registers.png
Drawn at 6 px/µm. Other sequential cells in the stronger grey, the rest of the logic in the fainter grey.
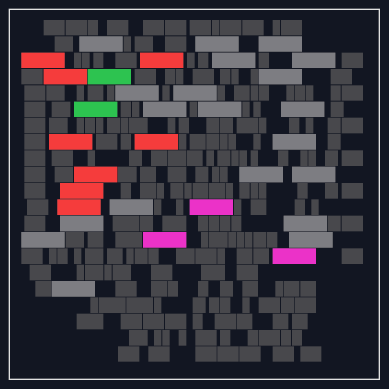
met3.png
Drawn at 4 px/µm.
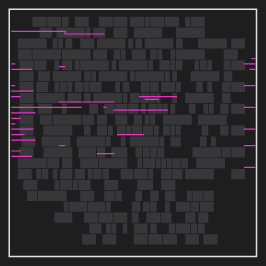
[config.mk]
export PLATFORM = sky130hd
export DESIGN_NAME = fetch_decode_flat
export DESIGN_NICKNAME = d
export VERILOG_FILES = /design/src/rtl/fetch_decode_pkg.sv /design/src/rtl/fetch_decode_if.sv /design/src/rtl/fetch_decode_instr_decoder.sv /design/src/rtl/fetch_decode.sv /design/src/flat_wrapper.sv
export SDC_FILE = /design/constraint.sdc
export NUM_CORES = 1
export LEC_CHECK = 0
export CAP_MARGIN = 30
export CORE_MARGIN = 1.5
export CORE_UTILIZATION = 50
export CTS_CLUSTER_DIAMETER = 60
export DETAILED_ROUTE_END_ITERATION = 8
export PLACE_DENSITY = 0.85
export SLEW_MARGIN = 20
export SYNTH_ARGS = -nofsm -noshare
export SYNTH_HDL_FRONTEND = slang
export SYNTH_HIERARCHICAL = 1
export SYNTH_SLANG_ARGS = --single-unit
[constraint.sdc]
create_clock -name clk -period 5.6 [get_ports clk]
set_clock_uncertainty 0.1 [all_clocks]
set_input_delay 1.12 -clock clk [delete_from_list [all_inputs] [get_ports clk]]
set_output_delay 1.12 -clock clk [all_outputs]
set_load 0.01 [all_outputs]
[src/rtl/fetch_decode_pkg.sv]
// Shared types for the 8-bit core front end: opcodes, register names, ALU ops,
// fetch/decode FSM states and the decoded control bundle.
package fetch_decode_pkg;

  typedef logic [7:0] word;

  typedef enum logic [1:0] {
    RA = 2'd0,
    RB = 2'd1,
    RC = 2'd2,
    RD = 2'd3
  } e_reg;

  typedef enum logic [2:0] {
    ALU_CPY = 3'd0,
    ALU_ADD = 3'd1,
    ALU_SUB = 3'd2,
    ALU_AND = 3'd3,
    ALU_OR  = 3'd4,
    ALU_XOR = 3'd5
  } e_alu_op;

  // PASS_B routes operand B (the immediate) straight to the result for LDI.
  typedef enum logic [1:0] {
    ALU_EX_NONE   = 2'd0,
    ALU_EX_PASS_B = 2'd1
  } e_alu_ext_op;

  typedef enum logic [3:0] {
    OPC_NOP   = 4'h0,
    OPC_MOV   = 4'h1,
    OPC_ADD   = 4'h2,
    OPC_SUB   = 4'h3,
    OPC_AND   = 4'h4,
    OPC_OR    = 4'h5,
    OPC_XOR   = 4'h6,
    OPC_LDI   = 4'h7,
    OPC_LD    = 4'h8,
    OPC_ST    = 4'h9,
    OPC_JMP   = 4'hA,
    OPC_BEQ   = 4'hB,
    OPC_ADDI  = 4'hC,
    OPC_UND_D = 4'hD,
    OPC_UND_E = 4'hE,
    OPC_HALT  = 4'hF
  } e_opcode;

  typedef enum logic [2:0] {
    S_FETCH = 3'd0,
    S_WOP   = 3'd1,
    S_WIMM  = 3'd2,
    S_EXEC  = 3'd3,
    S_HALT  = 3'd4
  } e_fd_state;

  typedef struct packed {
    e_reg        rd;
    e_reg        rs;
    e_alu_op     alu_op;
    e_alu_ext_op alu_ex;
    logic        rimm;
    logic        reg_wr;
    logic        mem_wr;
    logic        mem_to_reg;
    logic        alu_src;
    logic        jmp;
    logic        beq;
    logic        halt;
    logic        illegal;
  } fd_ctrl_t;

  localparam int LAT_CNT_W = 2;

  function automatic logic needs_imm(e_opcode op);
    return (op == OPC_LDI) || (op == OPC_JMP) || (op == OPC_BEQ) || (op == OPC_ADDI);
  endfunction

endpackage

[src/rtl/fetch_decode_if.sv]
// Bus between the fetch/decode front end and the datapath / instruction memory.
interface fetch_decode_if;
  import fetch_decode_pkg::*;

  logic        pc_dummy_unused_guard;
  word         pc;
  logic        alu_zero;
  logic        imem_rd;
  word         imem_addr;
  word         imem_rd_data;
  logic        step;
  e_reg        rd;
  e_reg        rs;
  word         imm;
  e_alu_op     alu_op;
  e_alu_ext_op alu_ex;
  logic        reg_wr;
  logic        mem_wr;
  logic        mem_to_reg;
  logic        alu_src;
  logic        pc_src;
  logic        rimm;
  logic        halted;
  logic        illegal;

  modport master (
    input  pc, alu_zero, imem_rd_data,
    output imem_rd, imem_addr, step, rd, rs, imm, alu_op, alu_ex,
           reg_wr, mem_wr, mem_to_reg, alu_src, pc_src, rimm, halted, illegal
  );

  modport slave (
    output pc, alu_zero, imem_rd_data,
    input  imem_rd, imem_addr, step, rd, rs, imm, alu_op, alu_ex,
           reg_wr, mem_wr, mem_to_reg, alu_src, pc_src, rimm, halted, illegal
  );

endinterface

[src/rtl/fetch_decode_instr_decoder.sv]
// Combinational decode of the opcode byte into the control bundle.
module fetch_decode_instr_decoder
  import fetch_decode_pkg::*;
#(
  parameter logic [3:0] HALT_OP = 4'hF
) (
  input  word      byte0,
  output fd_ctrl_t ctrl
);

  e_opcode op;
  assign op = e_opcode'(byte0[7:4]);

  always_comb begin
    ctrl        = '0;
    ctrl.rd     = e_reg'(byte0[3:2]);
    ctrl.rs     = e_reg'(byte0[1:0]);
    ctrl.alu_op = ALU_CPY;
    ctrl.alu_ex = ALU_EX_NONE;
    ctrl.rimm   = needs_imm(op);
    if (byte0[7:4] == HALT_OP) begin
      ctrl.halt = 1'b1;
    end else begin
      case (op)
        OPC_NOP: ;
        OPC_MOV: ctrl.reg_wr = 1'b1;
        OPC_ADD: begin
          ctrl.alu_op = ALU_ADD;
          ctrl.reg_wr = 1'b1;
        end
        OPC_SUB: begin
          ctrl.alu_op = ALU_SUB;
          ctrl.reg_wr = 1'b1;
        end
        OPC_AND: begin
          ctrl.alu_op = ALU_AND;
          ctrl.reg_wr = 1'b1;
        end
        OPC_OR: begin
          ctrl.alu_op = ALU_OR;
          ctrl.reg_wr = 1'b1;
        end
        OPC_XOR: begin
          ctrl.alu_op = ALU_XOR;
          ctrl.reg_wr = 1'b1;
        end
        OPC_LDI: begin
          ctrl.alu_ex  = ALU_EX_PASS_B;
          ctrl.alu_src = 1'b1;
          ctrl.reg_wr  = 1'b1;
        end
        // Loads and stores address memory through rs, no immediate.
        OPC_LD: begin
          ctrl.mem_to_reg = 1'b1;
          ctrl.reg_wr     = 1'b1;
        end
        OPC_ST:  ctrl.mem_wr = 1'b1;
        OPC_JMP: ctrl.jmp = 1'b1;
        OPC_BEQ: begin
          ctrl.alu_op = ALU_SUB;
          ctrl.beq    = 1'b1;
        end
        OPC_ADDI: begin
          ctrl.alu_op  = ALU_ADD;
          ctrl.alu_src = 1'b1;
          ctrl.reg_wr  = 1'b1;
        end
        default: ctrl.illegal = 1'b1;
      endcase
    end
  end

endmodule

[src/rtl/fetch_decode.sv]
// Multi-cycle fetch of 1/2-byte instructions and per-instruction control issue
// with a one-cycle step strobe that gates datapath commit.
module fetch_decode
  import fetch_decode_pkg::*;
#(
  parameter int         IMEM_LAT = 1,
  parameter logic [3:0] HALT_OP  = 4'hF
) (
  input logic             clk,
  input logic             rst,
  fetch_decode_if.master  bus
);

  localparam logic [LAT_CNT_W-1:0] LAT_M1 = LAT_CNT_W'(IMEM_LAT - 1);

  e_fd_state             state;
  logic [LAT_CNT_W-1:0]  cnt;
  logic                  data_ok;
  fd_ctrl_t              dec;

  logic        step_r;
  e_reg        rd_r;
  e_reg        rs_r;
  word         imm_r;
  e_alu_op     alu_op_r;
  e_alu_ext_op alu_ex_r;
  logic        rimm_r;
  logic        reg_wr_r;
  logic        mem_wr_r;
  logic        mem_to_reg_r;
  logic        alu_src_r;
  logic        jmp_r;
  logic        beq_r;
  logic        halt_r;
  logic        halted_r;
  logic        illegal_r;

  logic        imem_rd;
  word         imem_addr;

  fetch_decode_instr_decoder #(.HALT_OP(HALT_OP)) u_dec (
    .byte0 (bus.imem_rd_data),
    .ctrl  (dec)
  );

  // Read data for the outstanding request is valid on the last wait cycle.
  assign data_ok = (cnt == LAT_M1);

  always_ff @(posedge clk) begin
    if (rst) begin
      state        <= S_FETCH;
      cnt          <= '0;
      step_r       <= 1'b0;
      rd_r         <= RA;
      rs_r         <= RA;
      imm_r        <= '0;
      alu_op_r     <= ALU_CPY;
      alu_ex_r     <= ALU_EX_NONE;
      rimm_r       <= 1'b0;
      reg_wr_r     <= 1'b0;
      mem_wr_r     <= 1'b0;
      mem_to_reg_r <= 1'b0;
      alu_src_r    <= 1'b0;
      jmp_r        <= 1'b0;
      beq_r        <= 1'b0;
      halt_r       <= 1'b0;
      halted_r     <= 1'b0;
      illegal_r    <= 1'b0;
    end else begin
      step_r <= 1'b0;
      case (state)
        S_FETCH: begin
          cnt   <= '0;
          state <= S_WOP;
        end
        S_WOP: begin
          if (data_ok) begin
            cnt          <= '0;
            rd_r         <= dec.rd;
            rs_r         <= dec.rs;
            imm_r        <= '0;
            alu_op_r     <= dec.alu_op;
            alu_ex_r     <= dec.alu_ex;
            rimm_r       <= dec.rimm;
            reg_wr_r     <= dec.reg_wr;
            mem_wr_r     <= dec.mem_wr;
            mem_to_reg_r <= dec.mem_to_reg;
            alu_src_r    <= dec.alu_src;
            jmp_r        <= dec.jmp;
            beq_r        <= dec.beq;
            halt_r       <= dec.halt;
            if (dec.rimm) begin
              state <= S_WIMM;
            end else begin
              state  <= S_EXEC;
              step_r <= 1'b1;
              if (dec.illegal) illegal_r <= 1'b1;
            end
          end else begin
            cnt <= cnt + 1'b1;
          end
        end
        S_WIMM: begin
          if (data_ok) begin
            cnt    <= '0;
            imm_r  <= bus.imem_rd_data;
            state  <= S_EXEC;
            step_r <= 1'b1;
          end else begin
            cnt <= cnt + 1'b1;
          end
        end
        S_EXEC: begin
          if (halt_r) begin
            state    <= S_HALT;
            halted_r <= 1'b1;
          end else begin
            state <= S_FETCH;
          end
        end
        S_HALT:  state <= S_HALT;
        default: state <= S_FETCH;
      endcase
    end
  end

  // The immediate read is issued in the same cycle the opcode byte arrives.
  always_comb begin
    imem_rd   = 1'b0;
    imem_addr = '0;
    if (!rst) begin
      if (state == S_FETCH) begin
        imem_rd   = 1'b1;
        imem_addr = bus.pc;
      end else if ((state == S_WOP) && data_ok && dec.rimm) begin
        imem_rd   = 1'b1;
        imem_addr = bus.pc + 8'd1;
      end
    end
  end

  assign bus.imem_rd    = imem_rd;
  assign bus.imem_addr  = imem_addr;
  assign bus.step       = step_r;
  assign bus.rd         = rd_r;
  assign bus.rs         = rs_r;
  assign bus.imm        = imm_r;
  assign bus.alu_op     = alu_op_r;
  assign bus.alu_ex     = alu_ex_r;
  assign bus.rimm       = step_r & rimm_r;
  assign bus.reg_wr     = step_r & reg_wr_r;
  assign bus.mem_wr     = step_r & mem_wr_r;
  assign bus.mem_to_reg = step_r & mem_to_reg_r;
  assign bus.alu_src    = step_r & alu_src_r;
  // BEQ resolves on the zero flag present during the commit cycle.
  assign bus.pc_src     = step_r & (jmp_r | (beq_r & bus.alu_zero));
  assign bus.halted     = halted_r;
  assign bus.illegal    = illegal_r;

endmodule
[src/flat_wrapper.sv]
// flat-port wrapper written by rule: the top's interface ports become plain ports
module fetch_decode_flat import fetch_decode_pkg::*;
#(
  parameter int         IMEM_LAT = 1,
  parameter logic [3:0] HALT_OP  = 4'hF
)
  (clk, rst, bus_pc, bus_alu_zero, bus_imem_rd_data, bus_imem_rd, bus_imem_addr, bus_step, bus_rd, bus_rs, bus_imm, bus_alu_op, bus_alu_ex, bus_reg_wr, bus_mem_wr, bus_mem_to_reg, bus_alu_src, bus_pc_src, bus_rimm, bus_halted, bus_illegal);
  fetch_decode_if bus_i ();
  input logic clk;
  input logic rst;
  input wire logic [$bits(bus_i.pc)-1:0] bus_pc;
  input wire logic [$bits(bus_i.alu_zero)-1:0] bus_alu_zero;
  input wire logic [$bits(bus_i.imem_rd_data)-1:0] bus_imem_rd_data;
  output wire logic [$bits(bus_i.imem_rd)-1:0] bus_imem_rd;
  output wire logic [$bits(bus_i.imem_addr)-1:0] bus_imem_addr;
  output wire logic [$bits(bus_i.step)-1:0] bus_step;
  output wire logic [$bits(bus_i.rd)-1:0] bus_rd;
  output wire logic [$bits(bus_i.rs)-1:0] bus_rs;
  output wire logic [$bits(bus_i.imm)-1:0] bus_imm;
  output wire logic [$bits(bus_i.alu_op)-1:0] bus_alu_op;
  output wire logic [$bits(bus_i.alu_ex)-1:0] bus_alu_ex;
  output wire logic [$bits(bus_i.reg_wr)-1:0] bus_reg_wr;
  output wire logic [$bits(bus_i.mem_wr)-1:0] bus_mem_wr;
  output wire logic [$bits(bus_i.mem_to_reg)-1:0] bus_mem_to_reg;
  output wire logic [$bits(bus_i.alu_src)-1:0] bus_alu_src;
  output wire logic [$bits(bus_i.pc_src)-1:0] bus_pc_src;
  output wire logic [$bits(bus_i.rimm)-1:0] bus_rimm;
  output wire logic [$bits(bus_i.halted)-1:0] bus_halted;
  output wire logic [$bits(bus_i.illegal)-1:0] bus_illegal;
  assign bus_i.pc = bus_pc;
  assign bus_i.alu_zero = bus_alu_zero;
  assign bus_i.imem_rd_data = bus_imem_rd_data;
  assign bus_imem_rd = bus_i.imem_rd;
  assign bus_imem_addr = bus_i.imem_addr;
  assign bus_step = bus_i.step;
  assign bus_rd = bus_i.rd;
  assign bus_rs = bus_i.rs;
  assign bus_imm = bus_i.imm;
  assign bus_alu_op = bus_i.alu_op;
  assign bus_alu_ex = bus_i.alu_ex;
  assign bus_reg_wr = bus_i.reg_wr;
  assign bus_mem_wr = bus_i.mem_wr;
  assign bus_mem_to_reg = bus_i.mem_to_reg;
  assign bus_alu_src = bus_i.alu_src;
  assign bus_pc_src = bus_i.pc_src;
  assign bus_rimm = bus_i.rimm;
  assign bus_halted = bus_i.halted;
  assign bus_illegal = bus_i.illegal;
  fetch_decode #(.IMEM_LAT(IMEM_LAT), .HALT_OP(HALT_OP)) u_core (.clk(clk), .rst(rst), .bus(bus_i));
endmodule
==> CHANGELOG.md <==
## Implementation

- Comb area: about 880 µm²
- Top Family by Delay on Critical Path: buffers and inverters
- CP Cell Sequence: clkdlybuf4s50_1 -> or2_1 -> o211ai_1 -> nand2_1 -> a2111o_1 -> a21oi_1 -> clkdlybuf4s50_1
- Total grt overflow: 0
- Vias: approximately 1600
- Tightest Pin Transition: 0.7451 ns
- Fillers: 308
- Antenna violations before repair: 0
- Setup TNS: 0 ns
- Post-route ant nets: 0
- Switch share: 0.2819
- GR peak layer: met2
- Post-Synth Simple-Gate Area: 0.2617
- R2R Setup Slk: 3.66 ns
- Area leader share: 0.3871
- Routed wl met2: between 1500 and 2000 µm
- Die X: about 61 µm
- Yosys chip area: roughly 1700 µm²
- # hold bufs at CTS: 0
- Synthesized area: ~1700 µm²
- Yosys adder share: 0.02199
- CP max stage cell: clkdlybuf4s50_1
- Clk buf depth: 2
- Hold endpoint: u_core/mem_to_reg_r
- Min Tclk post-route: ~5.0 ns
- Yosys cell count: roughly 210
- Worst path buffer plus inverter count: 2
- Area after DPL: between 2000 and 2500 µm²
- Vias in the first global route: 1299
- Post-synth area hogs: dfxtp_1 39%, nand2_1 9.0%, a21oi_1 8.8%
- Min Hold Slack: roughly 0.35 ns
- Syn Inst Count: between 200 and 250
- GRT Resource Usage Total: 0.2001
- R2R cell count: 5
- Tot Pwr: a little under 0.5 mW
- Routed wl met3: between 150 and 200 µm
- Worst R2R Start: u_core/cnt[1]
- Max-cap check violation count: 0
- Most common logic cell in the routed design: clkdlybuf4s50_1
- Fin crit share: 0.8973
- Final hold viol count: 0
- Hold wc startpoint: u_core/mem_to_reg_r
- Cts repair resizes: 0
- Post-synth top cells: 41 x nand2_1, 33 x dfxtp_1, 30 x a21oi_1, 12 x nor2_1, 9 x buf_2
- Setup crit end kind: output pin
- Async set-or-reset flop fraction in the synthesized netlist: 0
- Setup Fix Bufs, Post-CTS: 0
- Crit path depth: 7
- Worst slew margin: 0.5005
- P_int: roughly 0.35 mW
- Yosys aoi share: 0.2016
- Final Instance Area: roughly 2200 µm²
- Routed vias/inst: approximately 5.3
- Worst hold-check path type: flop to flop
- Max reg flops: 8
- Final setup viols: 0
- Share of post-route cells with drive strength above 1: 0.03150
- Clock-net power: 0.123 mW
- Chip height: between 60 and 70 µm
- Static leakage: between 0.7 and 0.8 nW
- Max-slew violation count: 0
- Flops: 33
- Syn nets: roughly 240
- Final GP Congestion: about 0.83
- Area occupied by registers: 660.6 µm²
- Drt initial violations: 90
- Slowest stage delay, CP: approximately 0.62 ns
- Clock buf/inv share: 0.02206
- Init Core Util: 0.5155
- Met2 Use GR: 0.2964
- Cell type with the largest total area: dfxtp_1
- Worst hold path depth: 2
- Cell row count: 21
- # diodes: 0
- Status: completed
- TritonCTS Sinks: 33
- CP Max Fanout: 13
- CTS tree: yes
- PwrDens: between 200 and 250 nW/µm²
- Skew-Pair Late Insertion Delay: between 0.3 and 0.4 ns
- CTS Buf Count: 5
- Routed WL: ~3600 µm
- RR Endpoint: u_core/bus.rd[1]
- NetSw: 0.1365 mW
- Combinational fraction of design power: 0.220
- Synth logic family: simple AND/OR/NAND/NOR gates
- Largest net degree at the start of global routing: 27
- Warning count from the yosys run: 6
- F_max: about 0.2 GHz
- Met3 Usage GRT: 0.04832
- Post-DR wirelength/cell: between 10 and 15 µm
- DR top layer: met4
- Number of logic gates: about 150
- Logic share of the area: 0.3965
- Crit path to: bus_imem_addr[3]
- Worst setup startpoint: bus_imem_rd_data[5]
- Pre-CTS setup slack: between 0.5 and 0.6 ns
- XOR/XNOR Area Share: 0.02053
- Top class by area: multi-input combinational cells
- Post-synth cell types: about 44
- RSZ-0062 raised after global routing: false
- Setup CP Type: input port to output pin
- P_comb: between 0.1 and 0.15 mW
- Clock transition at the registers of the reported paths: roughly 0.090 ns
- Top power group: sequential cells
- Setup WS post-layout: 0.5753 ns
- Seq/Total Area, Yosys: 0.3871
- Router iterations before antenna repair: 4
- Met1 WL: ~1800 µm
- Final nets: between 200 and 300
- Avg Inst Size Synth: roughly 8 µm²
- CP Data Arrival Time: approximately 3.8 ns
- Commonest flop: dfxtp_1
- Drt drc: 0
- Placed Cells: between 200 and 300
- Io pins: 54
- First-pass GRT wire length: around 5600 µm
- Most used cell, CP: clkdlybuf4s50_1
- P&R area growth vs syn: 29.62%
- Core footprint: between 3000 and 4000 µm²
- Sequential power: around 0.25 mW
- Chip area: between 3000 and 4000 µm²
- Non-Filler Instances: 300
- Buffer share of cell area: 0.2432
- Most common cell in the synthesized netlist: nand2_1
- Met1 Track Usage GR: 0.2885
- Final-layout clock buffer total: 8
- Htree depth: 2
- DP Wirelength: approximately 2600 µm
- Clock power frac: 0.254
- Tapcell Cnt: roughly 46
- Synth mux share: 0.005865
- Util after Layout: 0.6682
- Seq area share: 0.2986
- Number of non-clock buffers: roughly 54
Back to the opening pictures, registers.png:
Magenta marks `u_core/state`, sequential cells 3. Red marks `u_core/bus.imm`, sequential cells 8. Green marks `u_core/bus.rd`, sequential cells 2.
Another 20 sequential cells are not coloured.

Back to the opening pictures, met3.png:
The layer holds 4.2% of the routed length. The layer carries 153 µm of wire.

Power figures rest on the tool's default switching activity, not on a simulated workload.
